run_1/clk_routes.png
(6 px per um)
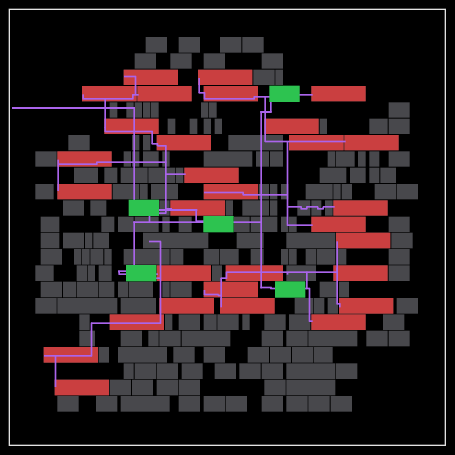
run_1/placement_by_type.png
(4 px per um)
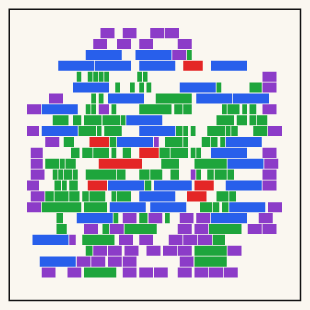
run_1/clocks.png
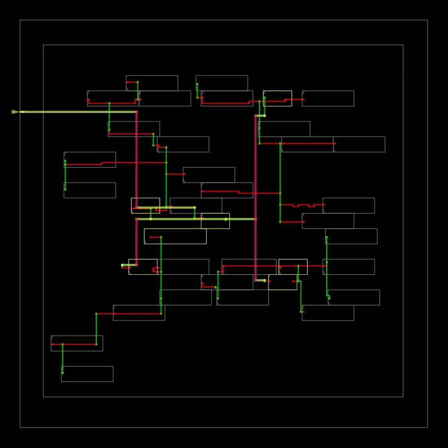
### src/rtl/frame_tx_scheduler.sv
// frame_tx_scheduler: round-robin frame builder for the 12-byte aligned link (2 header + 10 payload bytes).
// Latency: header LSB one cycle after the winning arbitration cycle; frames run back-to-back with no gap.
// Backpressure: sources hold req until granted; pl_ready strobes one payload byte per cycle from the owner.
//
// Ports:
//   clk, reset (async, active-high)
//   tx_en            - allow new frames to start
//   req, hdr_type    - per-source request and header select (0: AA/AF, 1: 55/BA)
//   pl_data          - per-source payload byte, slice i on [8i+7:8i]
//   pl_ready         - one-hot payload consume strobe
//   grant            - one-hot owner of the frame on tx_data
//   tx_data, tx_sof, tx_pos, busy, frame_done - registered link byte and its frame status
//
// Build option: define FILL_FRAME_EN to send a fill frame (AA AF + IDLE_BYTE payload) after
// FILL_GAP consecutive idle bytes, keeping the receiver aligned on a quiet link.
module frame_tx_scheduler #(
  parameter int         NUM_REQ     = 4,
  parameter int         PAYLOAD_LEN = 10,
  parameter logic [7:0] IDLE_BYTE   = 8'h00,
  parameter int         FILL_GAP    = 24
) (
  input  logic                 clk,
  input  logic                 reset,
  input  logic                 tx_en,
  input  logic [NUM_REQ-1:0]   req,
  input  logic [NUM_REQ-1:0]   hdr_type,
  input  logic [8*NUM_REQ-1:0] pl_data,
  output logic [NUM_REQ-1:0]   pl_ready,
  output logic [NUM_REQ-1:0]   grant,
  output logic [7:0]           tx_data,
  output logic                 tx_sof,
  output logic [3:0]           tx_pos,
  output logic                 busy,
  output logic                 frame_done
);

  localparam int         IW       = (NUM_REQ > 1) ? $clog2(NUM_REQ) : 1;
  localparam logic [3:0] LAST_POS = 4'(PAYLOAD_LEN + 1);
  localparam logic [7:0] HDR0_LSB = 8'hAA;
  localparam logic [7:0] HDR0_MSB = 8'hAF;
  localparam logic [7:0] HDR1_LSB = 8'h55;
  localparam logic [7:0] HDR1_MSB = 8'hBA;

  typedef enum logic [1:0] {IDLE, HLSB, HMSB, PAYLOAD} state_t;

  state_t state, state_nxt;
  logic [IW-1:0] rr_ptr, rr_ptr_nxt;
  logic [IW-1:0] owner, owner_nxt;
  logic          typ, typ_nxt;     // header type latched at grant
  logic          fill, fill_nxt;   // current frame is a fill frame

  logic [NUM_REQ-1:0] rdy_nxt, grant_nxt;
  logic [7:0]         data_nxt;
  logic               sof_nxt, busy_nxt, done_nxt;
  logic [3:0]         pos_nxt;

  logic          win_vld;
  logic [IW-1:0] win_idx;
  logic          slot, start, fill_start;

  // Round-robin search starting at rr_ptr, wrapping at NUM_REQ.
  always_comb begin
    int k;
    k       = 0;
    win_vld = 1'b0;
    win_idx = '0;
    for (int i = 0; i < NUM_REQ; i++) begin
      k = int'(rr_ptr) + i;
      if (k >= NUM_REQ) k = k - NUM_REQ;
      if (!win_vld && req[k]) begin
        win_vld = 1'b1;
        win_idx = IW'(k);
      end
    end
  end

  // The last payload byte cycle doubles as the next arbitration slot, giving gapless back-to-back frames.
  assign slot  = (state == IDLE) || frame_done;
  assign start = slot && tx_en && win_vld;

`ifdef FILL_FRAME_EN
  localparam int CW = $clog2(FILL_GAP + 1);
  logic [CW-1:0] idle_cnt;

  // Counts idle bytes already on the line; the current idle cycle is number idle_cnt+1.
  always_ff @(posedge clk or posedge reset) begin
    if (reset) begin
      idle_cnt <= '0;
    end else if (state == IDLE) begin
      if (idle_cnt != CW'(FILL_GAP)) idle_cnt <= idle_cnt + 1'b1;
    end else begin
      idle_cnt <= '0;
    end
  end

  assign fill_start = (state == IDLE) && !start && (idle_cnt >= CW'(FILL_GAP - 1));
`else
  // Without fill frames the idle byte repeats indefinitely; FILL_GAP has no effect in this build.
  assign fill_start = 1'b0;
`endif

  always_comb begin
    state_nxt  = state;
    rr_ptr_nxt = rr_ptr;
    owner_nxt  = owner;
    typ_nxt    = typ;
    fill_nxt   = fill;
    data_nxt   = IDLE_BYTE;
    sof_nxt    = 1'b0;
    pos_nxt    = 4'd0;
    busy_nxt   = 1'b0;
    grant_nxt  = '0;
    rdy_nxt    = '0;
    done_nxt   = 1'b0;

    if (slot) begin
      if (start) begin
        state_nxt  = HLSB;
        owner_nxt  = win_idx;
        typ_nxt    = hdr_type[win_idx];
        fill_nxt   = 1'b0;
        rr_ptr_nxt = (win_idx == IW'(NUM_REQ - 1)) ? '0 : win_idx + 1'b1;
        grant_nxt[win_idx] = 1'b1;
        data_nxt   = hdr_type[win_idx] ? HDR1_LSB : HDR0_LSB;
        sof_nxt    = 1'b1;
        busy_nxt   = 1'b1;
      end else if (fill_start) begin
        // Fill frame: AA AF header, no owner, RR pointer untouched.
        state_nxt = HLSB;
        typ_nxt   = 1'b0;
        fill_nxt  = 1'b1;
        data_nxt  = HDR0_LSB;
        sof_nxt   = 1'b1;
        busy_nxt  = 1'b1;
      end else begin
        state_nxt = IDLE;
      end
    end else begin
      unique case (state)
        HLSB: begin
          state_nxt = HMSB;
          data_nxt  = typ ? HDR1_MSB : HDR0_MSB;
          pos_nxt   = 4'd1;
          busy_nxt  = 1'b1;
          grant_nxt = grant;
          rdy_nxt   = fill ? '0 : grant;
        end
        HMSB: begin
          // The byte consumed during the HMSB strobe becomes payload byte 0.
          state_nxt = PAYLOAD;
          data_nxt  = fill ? IDLE_BYTE : pl_data[8*int'(owner) +: 8];
          pos_nxt   = 4'd2;
          busy_nxt  = 1'b1;
          grant_nxt = grant;
          rdy_nxt   = fill ? '0 : grant;
        end
        PAYLOAD: begin
          state_nxt = PAYLOAD;
          data_nxt  = fill ? IDLE_BYTE : pl_data[8*int'(owner) +: 8];
          pos_nxt   = tx_pos + 4'd1;
          busy_nxt  = 1'b1;
          grant_nxt = grant;
          // Ten strobes total: HMSB plus the first nine payload cycles.
          rdy_nxt   = (fill || (pos_nxt == LAST_POS)) ? '0 : grant;
          done_nxt  = (pos_nxt == LAST_POS);
        end
        default: begin
          state_nxt = IDLE;
        end
      endcase
    end
  end

  always_ff @(posedge clk or posedge reset) begin
    if (reset) begin
      state      <= IDLE;
      rr_ptr     <= '0;
      owner      <= '0;
      typ        <= 1'b0;
      fill       <= 1'b0;
      tx_data    <= IDLE_BYTE;
      tx_sof     <= 1'b0;
      tx_pos     <= 4'd0;
      busy       <= 1'b0;
      grant      <= '0;
      pl_ready   <= '0;
      frame_done <= 1'b0;
    end else begin
      state      <= state_nxt;
      rr_ptr     <= rr_ptr_nxt;
      owner      <= owner_nxt;
      typ        <= typ_nxt;
      fill       <= fill_nxt;
      tx_data    <= data_nxt;
      tx_sof     <= sof_nxt;
      tx_pos     <= pos_nxt;
      busy       <= busy_nxt;
      grant      <= grant_nxt;
      pl_ready   <= rdy_nxt;
      frame_done <= done_nxt;
    end
  end

endmodule

### config.mk
export PLATFORM = sky130hd
export DESIGN_NAME = frame_tx_scheduler
export DESIGN_NICKNAME = d
export VERILOG_FILES = /design/src/rtl/frame_tx_scheduler.sv
export SDC_FILE = /design/constraint.sdc
export NUM_CORES = 1
export LEC_CHECK = 0
export CORE_MARGIN = 4
export CORE_UTILIZATION = 39
export CTS_CLUSTER_SIZE = 10
export DETAILED_ROUTE_END_ITERATION = 6
export GPL_TIMING_DRIVEN = 0
export PLACE_DENSITY = 0.8
export SYNTH_ARGS = -nofsm -noshare
export SYNTH_HDL_FRONTEND = slang
export SYNTH_SLANG_ARGS = --single-unit
### constraint.sdc
create_clock -name clk -period 2.2 [get_ports clk]
set_input_delay 0.55 -clock clk [delete_from_list [all_inputs] [get_ports clk]]
set_output_delay 0.55 -clock clk [all_outputs]
set_load 0.02 [all_outputs]
==> run notes, run 1 <==
Implementation numbers.

- The run finished with clean final reports.
- The post-route standard cell area excluding fillers is roughly 2500 sq um.
- The biggest area consumer among cell classes is combinational gates.
- The adder and majority cell fraction of the synthesized area is between 7 and 8%.
- Yosys reported that registers with async set or reset make up 100%.
- STA lists the endpoint of the worst register-to-register path as typ.
- The via count is between 1000 and 1500.
- Synthesis produced between 100 and 150 cells.
- The number of buffers added for setup after CTS is 1.
- In the final layout, the share of cells above drive strength 1 is between 10% and 20%.
- The internal portion of the total power is a little under 2 mW.
- The worst clock skew is 0.00779 ns.
- During I/O placement, the number of pins put on the boundary was approximately 66.
- The cell-mix breakdown from Yosys lists the XOR/XNOR area share as between 1 and 1.5%.
- For this run, the detailed router reports a per-instance via density of around 5.1.
- After layout, the buffer instance count without clock buffers stands at 69.
- The compound-cell area share of the yosys netlist is about 13%.
- The source of the critical timing path is tx_en.
- The post-route met1 wirelength is 1610 um.
- Sequential cells were found to cover 46.4% of the synthesized design area.
- Summed over all layers, the global routing overflow is 0.
- The biggest slice of the total power is consumed by combinational logic.
- The floorplan step set the die height to 72.4 um.
- Per the post-place timing report, worst setup slack is -0.616 ns.
- The total global-route track usage is between 10% and 20%.
- After filler insertion, the fill cell instance count of the layout stands at between 300 and 400.
- Warnings reported by Yosys during synthesis add up to 0.
- The timing report attributes the biggest portion of critical-path delay to simple AND/OR/NAND/NOR gates.
- The stage logs contain a warning count of 33.
- The maximum buffer depth of the clock tree is 2.
- The clock network is responsible for a little under a fifth of the overall power.
- The arrival time at the worst endpoint is between 2 and 2.5 ns.
- CTS built an H-tree with a depth of 2.
- The data required time of the worst path is 2.36 ns.
- The biggest fanout along the worst timing path is 8.
- The critical path in this run is classified as in -> reg.
- The max-capacitance violation count is 0.
- In the final routed layout, each cell accounts on average for between 15 and 20 um.
- The total cell area reported by yosys after synthesis is between 1500 and 2000 sq um.
- The core box area is 4000 sq um.
- The power density over the cells is 1210 nW/um^2.
- The synthesized netlist was found by Yosys to have roughly 150 cells.
- The clock latency at the later pin of the worst-skew pair is between 0.2 and 0.3 ns.
- The buffers plus inverters on the worst setup path is 1.
- The worst hold path stage count is 2.
- The sequential cell count is 30.
- The transition time at the pin with the least slew margin is 1.13 ns.
- The worst hold path begins at grant[3].
- The post-cts repair resize count is 13.
- At the end of the flow, the number of nets in the layout was roughly 270.
- The total number of multi-input combinational cells is approximately 100.
- Buffers outside the clock tree occupy a little over a quarter of the routed design's cell area.
- The post-route DRC violation count is 0.
- The met1 usage is 19.6%.
- Global routing used under 10% of the available met3 tracks.
- The power share of the combinational group is about half.
- The number of instances in the placed design is roughly 260.
- Per the final timing report, the hold violations number 0.
- In the layout the commonest cells are sky130_fd_sc_hd__clkdlybuf4s50_1 (61), sky130_fd_sc_hd__dfrtp_1 (29), sky130_fd_sc_hd__nand2_1 (21).
- The highest clock frequency the design can meet is between 0.4 and 0.5 GHz.
- The highest supply drop recorded on VDD is approximately 0.00053 V.
- The tap cell count is around 50.
- In this run, power in combinational logic comes to approximately 1.5 mW.
- The flip-flop count of the largest register after layout is 8.
- The analysis attributes to cell leakage a power of ~1.1 nW.
- The final-layout worst hold slack is roughly 0.5 ns.
- After detailed routing, no signal wire sits above met4.
- STA shows the worst min-delay path finishing at grant[3].
- Between the synthesized netlist and the finished layout, the area growth was recorded as 53.5%.
- The critical path's largest stage delay is between 0.6 and 0.7 ns.
- The detailed-routed wire length on met2 is ~2300 um.
- The violation tally from detailed-route iteration zero is approximately 61.
- The cell sequence reported for the critical path is clkdlybuf4s50_1 > o41ai_4 > or2_2 > or4_4 > o211a_1.
- According to the floorplan log, the row count is 23.
- Leaving out filler cells and counting taps, the final layout contains about 270.
- The register with the highest flop count is tx_data.
- The total area of sequential cells is approximately 750 sq um.
- In this run, post-CTS hold repair placed 0 buffers.
- Cells fill a little over 60% of the core in the end.
- The synthesized netlist net count is ~200.
- Per the CTS log, the root buffer master is sky130_fd_sc_hd__clkbuf_8.
- The die covers approximately 5200 sq um.
- The routed design could run at a clock period as short as ~2.1 ns.
- The switching share of power is ~36%.
- The accumulated negative setup slack is 0 ns.
- The kind of start point of the critical path is a primary input.
- The most common library cell in the layout ignoring fill and taps is sky130_fd_sc_hd__clkdlybuf4s50_1.
- STA reports a reg2reg setup slack of roughly 0.11 ns.
- Ranked by instance count, the synthesized netlist is headed by sky130_fd_sc_hd__dfrtp_1 (30), sky130_fd_sc_hd__nand2_1 (21), sky130_fd_sc_hd__ha_1 (10), sky130_fd_sc_hd__nor2_1 (10).
- The initial core utilization is around two fifths.
- The number of input and output port buffers inserted is 65.
- The depth of the worst register-to-register path is 6.
- The power dissipated in sequential cells is ~0.92 mW.
- In the detailed route, the total length drawn on met3 is approximately 190 um.
- In this run the biggest area consumer among cell types represents ~46% of the synthesized area.
- The slowest stage of the critical path is the sky130_fd_sc_hd__or4_4 cell.
- The sequential power share is 30.6%.
- The worst setup margin is approximately 0.064 ns.
- The most frequent cell after synthesis is sky130_fd_sc_hd__dfrtp_1.
- The worst pin sits at a relative slew slack of between 20% and 30%.
- The total length of routed wires is approximately 4200 um.
- Per the post-CTS timing run, clock transition at the registers of the reported paths is about 0.060 ns.
- The final timing report counts setup violations totalling 0.
- The synthesized netlist occupies a cell area of between 1500 and 2000 sq um.
- The mux contribution to synthesized area is a little under an eighth.
- The power report puts the net switching power at about 1.1 mW.
- Entering global routing, the biggest net connects 31 pins.
- The HPWL after detailed placement is ~3100 um.
- Dividing the final minimum period by the clock period gives 97.1%.
- The dominant register cell is sky130_fd_sc_hd__dfrtp_1.
- The layout report gives the register share of total cell area as 30.3%.
- In the final layout, excluding clock inverters the inverter count is 9.
- RePlAce ended its routability-driven mode at a weighted congestion of between 0.8 and 0.9.
- The final max-slew violation count recorded for this run is 0.
- Per the GRT log, the top usage layer is met2.
- For this run, the script counts the antenna cells in the layout as 0.
- The layout report gives the multi-input gate share of total cell area as roughly 34%.
- The initial antenna violation count came to 0.
- Setup repair after global routing left no endpoint under its margin.
- After layout the clock buffers and inverters come to roughly 4.5% of cell area.
## Picture notes: clk_routes.png
Key: clock drivers = green [count 5]; clock wires = purple [length 385 um]; flip-flops = red [count 30]
There are 6 routed clock nets.

## Picture notes: placement_by_type.png
Key: flops = blue [cells 30]; other buffers and delay cells = purple [cells 69]; clock drivers and dummy loads = red [cells 7]; combinational and other logic = green [cells 112]

## Picture notes: clocks.png
Clock buffer cells: 6
number of buffers inserted during clock tree synthesis: 5
Clock Power: 0.559 mW
total number of clock tree sinks: 30

run_1/io_fan.png
(6 px per um)
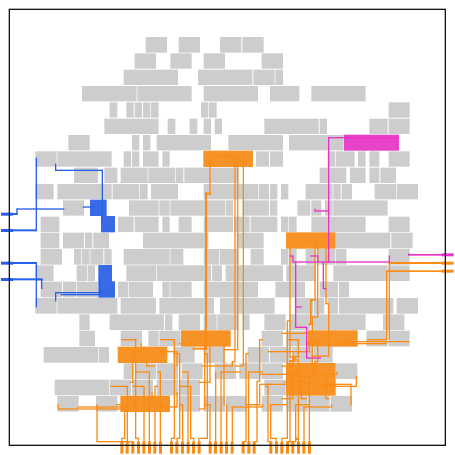

==> inputs of run 2 (changes only) <==
--- a/config.mk
+++ b/config.mk
@@ -7,10 +7,12 @@
 export LEC_CHECK = 0
 export CORE_MARGIN = 4
 export CORE_UTILIZATION = 39
+export CTS_CLUSTER_DIAMETER = 40
 export CTS_CLUSTER_SIZE = 10
 export DETAILED_ROUTE_END_ITERATION = 6
 export GPL_TIMING_DRIVEN = 0
 export PLACE_DENSITY = 0.8
+export RECOVER_POWER = 100
 export SYNTH_ARGS = -nofsm -noshare
 export SYNTH_HDL_FRONTEND = slang
 export SYNTH_SLANG_ARGS = --single-unit
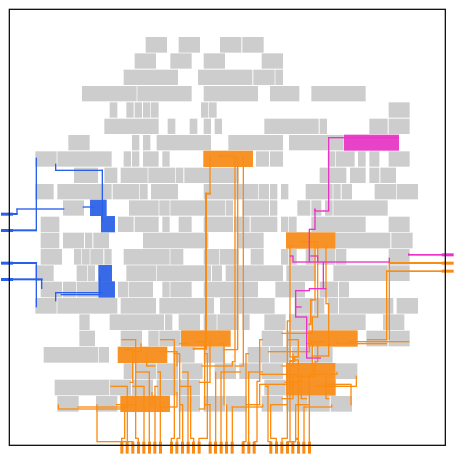
run_2/io_fan.png
(6 px per um)
Key: pl_data = orange [direction input, edge 30 south, 2 east, end cells 8, buffers 32, wire 857 um]; hdr_type = blue [direction input, edge west, end cells 4, buffers 4, wire 80.8 um]; frame_done = magenta [direction output, edge east, end cells 1, buffers 1, wire 88.6 um]

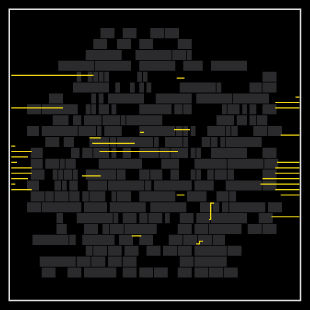
run_2/layer_met3.png
(4 px per um)
The wires run mostly horizontal. The layer holds 4.4% of the routed length. The layer carries 184 um of wire. 28 nets have wire on it.

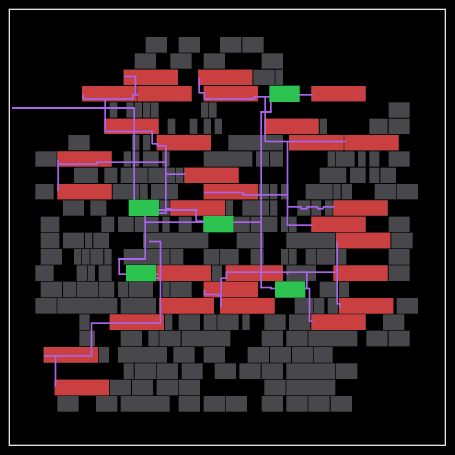
run_2/clk_routes.png
(6 px per um)
Key: clock wires = purple [length 388 um]; flip-flops = red [count 30]; clock drivers = green [count 5]
There are 6 routed clock nets.

==> run 2 against run 1 <==
Clock skew hardly changed. Via count is 0.44% higher. Count of clock-buffer cells in the layout did not move. First-iteration DRC count shrank 4.9%. Global-route usage unchanged. Worst hold slack lost 0.0064 ns. Sequential share of layout area stayed put. Critical path depth did not move. Sequential cell count did not move. Largest cell class unchanged. Largest power group unchanged.
==> run notes, run 2 <==
Implementation numbers.

- The depth of the CTS H-tree is 2 (unchanged).
- The post-route standard cell area excluding fillers is 2480 sq um (unchanged).
- The final-layout non-clock buffer area share is 26.8% (unchanged).
- The number of inserted filler cells in the final layout is 323 (unchanged).
- The estimated wirelength of the detail-placed design came to 3110 um (unchanged).
- The share of power burned in the clock network is 19.0% (+0.5 points).
- The flip-flop count of the largest register after layout came to 8 (unchanged).
- The final routed wire length divided by cell count is 15.6 um (about the same).
- The total global-route track usage is 17.3% (unchanged).
- The worst setup path is launched from a primary input.
- The source of the critical timing path is tx_en.
- The xor and xnor fraction of the mapped netlist area is 1.08% (unchanged).
- The run finished with clean final reports.
- The startpoint of the worst hold path is grant[3].
- The number of instances in the placed design is 261 (unchanged).
- The yosys warning tally came to 0 (unchanged).
- Looking at the setup timing report, the critical path kind is in -> reg.
- Post-synth the commonest register cell is sky130_fd_sc_hd__dfrtp_1.
- The placer congestion estimate came to 0.878 (unchanged).
- The critical path's largest stage delay is 0.61 ns (about the same).
- The total number of multi-input combinational cells is 103 (unchanged).
- The I/O pin total is 66 (unchanged).
- The mux contribution to synthesized area is 11.8% (unchanged).
- The number of clock buffers in the layout came to 6 (unchanged).
- The final cycle utilization of the critical path came to 97.2% (about the same).
- The buffers plus inverters on the worst setup path is 1 (unchanged).
- The initial antenna violation count came to 0 (unchanged).
- The area of the die is 5250 sq um (unchanged).
- The tree is rooted in a sky130_fd_sc_hd__clkbuf_8.
- The biggest area consumer among cell classes is combinational gates.
- The setup slack at placement came to -0.616 ns (unchanged).
- The number of hold violations in the final report is 0 (unchanged).
- The clock sink count is 30 (unchanged).
- The power density over the cells was 1190 nW/um^2 (-2.4%).
- The count of standard-cell rows came to 23 (unchanged).
- The net switching power is 1.09 mW (-0.53%).
- The total number of warnings across the stage logs is 33 (unchanged).
- The maximum buffer depth of the clock tree is 2 (unchanged).
- The largest share of the power goes to combinational logic.
- The synthesized netlist net count is 199 (unchanged).
- The number of buffers added for setup after CTS is 1 (unchanged).
- The adder and majority cell fraction of the synthesized area is 7.73% (unchanged).
- The maximum number of pins on one net before global-route repair is 31 (unchanged).
- The compound-cell area share of the yosys netlist is 13.0% (unchanged).
- The number of buffers inserted by hold repair at cts is 0 (unchanged).
- The worst hold path stage count came to 2 (unchanged).
- The final-layout worst hold slack came to 0.485 ns (-0.00640 ns).
- By instance count after routing, the leading logic cell types are sky130_fd_sc_hd__clkdlybuf4s50_1 (37), sky130_fd_sc_hd__dfrtp_1 (29), sky130_fd_sc_hd__dlygate4sd3_1 (24).
- The arrival time at the worst endpoint was 2.30 ns (about the same).
- The share of the core filled with cells was 62.1% (unchanged).
- STA lists the endpoint of the worst register-to-register path as typ.
- The core box area is 4000 sq um (unchanged).
- The vertical die dimension is 72.4 um (unchanged).
- The sequential power share is 31.0% (+0.4 points).
- The initial core utilization is 40.5% (unchanged).
- The post-route met1 wirelength is 1610 um (+0.37%).
- The clock transition at the register clock pins on the worst setup and hold paths after CTS is 0.06 ns (about the same).
- The sequential-to-total area share from yosys stat is 46.4% (unchanged).
- The sequential cell count came to 30 (unchanged).
- The biggest fanout along the worst timing path came to 8 (unchanged).
- The max-capacitance violation count was 0 (unchanged).
- The post-route DRC violation count is 0 (unchanged).
- The total cell area reported by yosys after synthesis is 1620 sq um (unchanged).
- The slack of the worst reg-to-reg path is 0.11 ns (about the same).
- The via count is 1370 (+0.44%).
- The minimum clock period after layout is 2.14 ns (+0.00211 ns).
- The clock latency at the later pin of the worst-skew pair is 0.28 ns (about the same).
- The accumulated negative setup slack is 0 ns (unchanged).
- The number of buffers inserted during clock tree synthesis is 5 (unchanged).
- The worst-case vdd ir drop is 0.000530 V (about the same).
- The data required time of the worst path was 2.36 ns (about the same).
- The most frequent cell after synthesis is sky130_fd_sc_hd__dfrtp_1.
- The power dissipated in sequential cells came to 0.914 mW (-1%).
- The diode insertion count for antenna repair is 0 (unchanged).
- The end point of the most critical hold path is grant[3].
- The worst setup margin is 0.0615 ns (-0.00211 ns).
- The commonest cells after synthesis are sky130_fd_sc_hd__dfrtp_1 (30), sky130_fd_sc_hd__nand2_1 (21), sky130_fd_sc_hd__ha_1 (10), sky130_fd_sc_hd__nor2_1 (10).
- The depth of the worst register-to-register path is 6 (unchanged).
- The busiest metal layer after global routing is met2.
- The final instance count without filler cells was 268 (unchanged).
- The final max-slew violation count is 0 (unchanged).
- The detailed-route vias per instance is 5.11 (+0.44%).
- The residual overflow from global routing is 0 (unchanged).
- The total length of routed met3 wires was 184 um (-4.2%).
- The proportion of register bits with asynchronous set or reset after synthesis was 100% (unchanged).
- The power in the clock group is 0.560 mW (about the same).
- The violation tally from detailed-route iteration zero is 58 (-4.9%).
run_2/placement_by_type.png
(4 px per um)
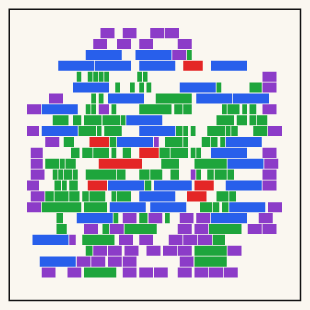

==> inputs of run 3 (changes only) <==
--- a/config.mk
+++ b/config.mk
@@ -11,7 +11,7 @@
 export CTS_CLUSTER_SIZE = 10
 export DETAILED_ROUTE_END_ITERATION = 6
 export GPL_TIMING_DRIVEN = 0
-export PLACE_DENSITY = 0.8
+export PLACE_DENSITY = 0.77
 export RECOVER_POWER = 100
 export SYNTH_ARGS = -nofsm -noshare
 export SYNTH_HDL_FRONTEND = slang
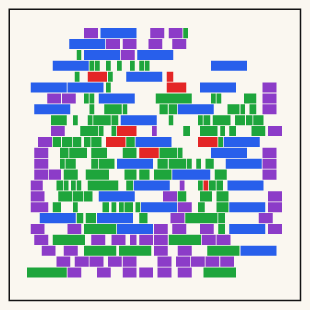
run_3/placement_by_type.png
(4 px per um)
Key: clock drivers and dummy loads = red [cells 8]; flops = blue [cells 30]; other buffers and delay cells = purple [cells 68]; combinational and other logic = green [cells 112]

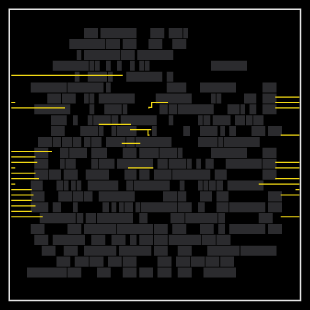
run_3/layer_met3.png
(4 px per um)
met3 routing resource usage after global routing: 4.85%
final wirelength: 3800 um

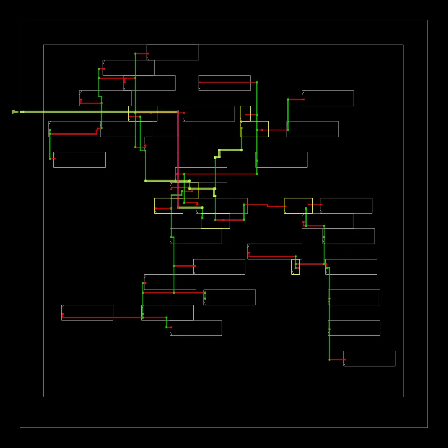
run_3/clocks.png
count of flip-flops and latches: 30
Clock buffer cells: 7
Fin Clk Skew: 0.00696 ns
clk latency late pin: 0.27 ns
Clock Power: 0.447 mW

==> run 3 against run 2 <==
Power decreased by 2.4%. Utilization fell by 0.59 points. Wire length is 9.0% lower. Worst setup slack gained 0.0014 ns. Critical endpoint unchanged.
==> run notes, run 3 <==
Implementation numbers.

- The mux contribution to synthesized area is 11.8% (unchanged).
- The category of the most critical setup path is in -> reg.
- The violation tally from detailed-route iteration zero is 43 (-26%).
- The core box area is 4000 sq um (unchanged).
- The compound-cell area share of the yosys netlist is 13.0% (unchanged).
- The initial core utilization was 40.5% (unchanged).
- The number of instances in the placed design is 261 (unchanged).
- The share of the core filled with cells came to 61.5% (-0.59 points).
- The number of buffers inserted by hold repair at cts is 0 (unchanged).
- The I/O pin total was 66 (unchanged).
- The busiest metal layer after global routing is met2.
- The total cell area reported by yosys after synthesis came to 1620 sq um (unchanged).
- The detailed-route vias per instance was 5.09 (-0.36%).
- The kind of start point of the critical path is a primary input.
- The slack of the worst reg-to-reg path is 0.13 ns (+0.02 ns).
- The biggest fanout along the worst timing path was 8 (unchanged).
- The count of standard-cell rows is 23 (unchanged).
- The endpoint of the most critical register-to-register path is typ.
- The final routed wire length divided by cell count is 14.2 um (-9.0%).
- The maximum buffer depth of the clock tree came to 2 (unchanged).
- The via count is 1365 (-0.36%).
- In the final design, more cell area goes to combinational gates than to any other class.
- The total global-route track usage is 16.1% (-1.3 points).
- Tracing the worst setup path back leads to its startpoint at tx_en.
- The power group with the largest share is combinational logic.
- The yosys warning tally came to 0 (unchanged).
- The worst hold path stage count is 2 (unchanged).
- Among all cell types in the netlist, the one instantiated most often is sky130_fd_sc_hd__dfrtp_1.
- The post-route DRC violation count is 0 (unchanged).
- The sequential-to-total area share from yosys stat came to 46.4% (unchanged).
- The adder and majority cell fraction of the synthesized area is 7.73% (unchanged).
- The number of hold violations in the final report was 0 (unchanged).
- The maximum number of pins on one net before global-route repair is 31 (unchanged).
- The max-capacitance violation count was 0 (unchanged).
- The flow ran to the end, and the final reports show no timing, DRC or antenna violations.
- The worst setup margin was 0.0628 ns (+0.00136 ns).
- The residual overflow from global routing came to 0 (unchanged).
- The clock transition at the register clock pins on the worst setup and hold paths after CTS is 0.07 ns (about the same).
- The number of buffers inserted during clock tree synthesis is 5 (unchanged).
- The data required time of the worst path is 2.37 ns (about the same).
- The area of the die is 5250 sq um (unchanged).
- By count the netlist is led by sky130_fd_sc_hd__dfrtp_1 (30), sky130_fd_sc_hd__nand2_1 (21), sky130_fd_sc_hd__ha_1 (10), sky130_fd_sc_hd__nor2_1 (10).
- The final-layout non-clock buffer area share is 26.9% (+0.16 points).
- The depth of the worst register-to-register path was 6 (unchanged).
- The buffers plus inverters on the worst setup path is 1 (unchanged).
- The startpoint of the worst hold path is grant[0].
- The post-route standard cell area excluding fillers came to 2460 sq um (-0.96%).
- The depth of the CTS H-tree is 2 (unchanged).
- Endpoints with negative setup slack in the final report add up to 0.
- The total number of multi-input combinational cells is 103 (unchanged).
- The placer congestion estimate was 0.888 (+1.2%).
- The number of inserted filler cells in the final layout is 348 (+7.7%).
- The power density over the cells is 1170 nW/um^2 (-1.4%).
- The sequential power share is 31.9% (+0.9 points).
- The xor and xnor fraction of the mapped netlist area is 1.08% (unchanged).
- The proportion of register bits with asynchronous set or reset after synthesis is 100% (unchanged).
- The share of power burned in the clock network came to 15.5% (-3.5 points).
- The dominant register cell is sky130_fd_sc_hd__dfrtp_1.
- The estimated wirelength of the detail-placed design was 2960 um (-4.9%).
- The clock sink count is 30 (unchanged).
- The flip-flop count of the largest register after layout is 8 (unchanged).
- The worst-case vdd ir drop is 0.000518 V (-2.3%).
- The final cycle utilization of the critical path is 97.1% (about the same).
- The post-route met1 wirelength is 1580 um (-2.3%).
- The final max-slew violation count was 0 (unchanged).
- The setup slack at placement was -0.607 ns (+0.00846 ns).
- Clock tree synthesis selected as its root buffer the cell sky130_fd_sc_hd__clkbuf_8.
- The final-layout worst hold slack is 0.493 ns (+0.00782 ns).
No activity file was given, so power comes from the tool's default toggle rates.
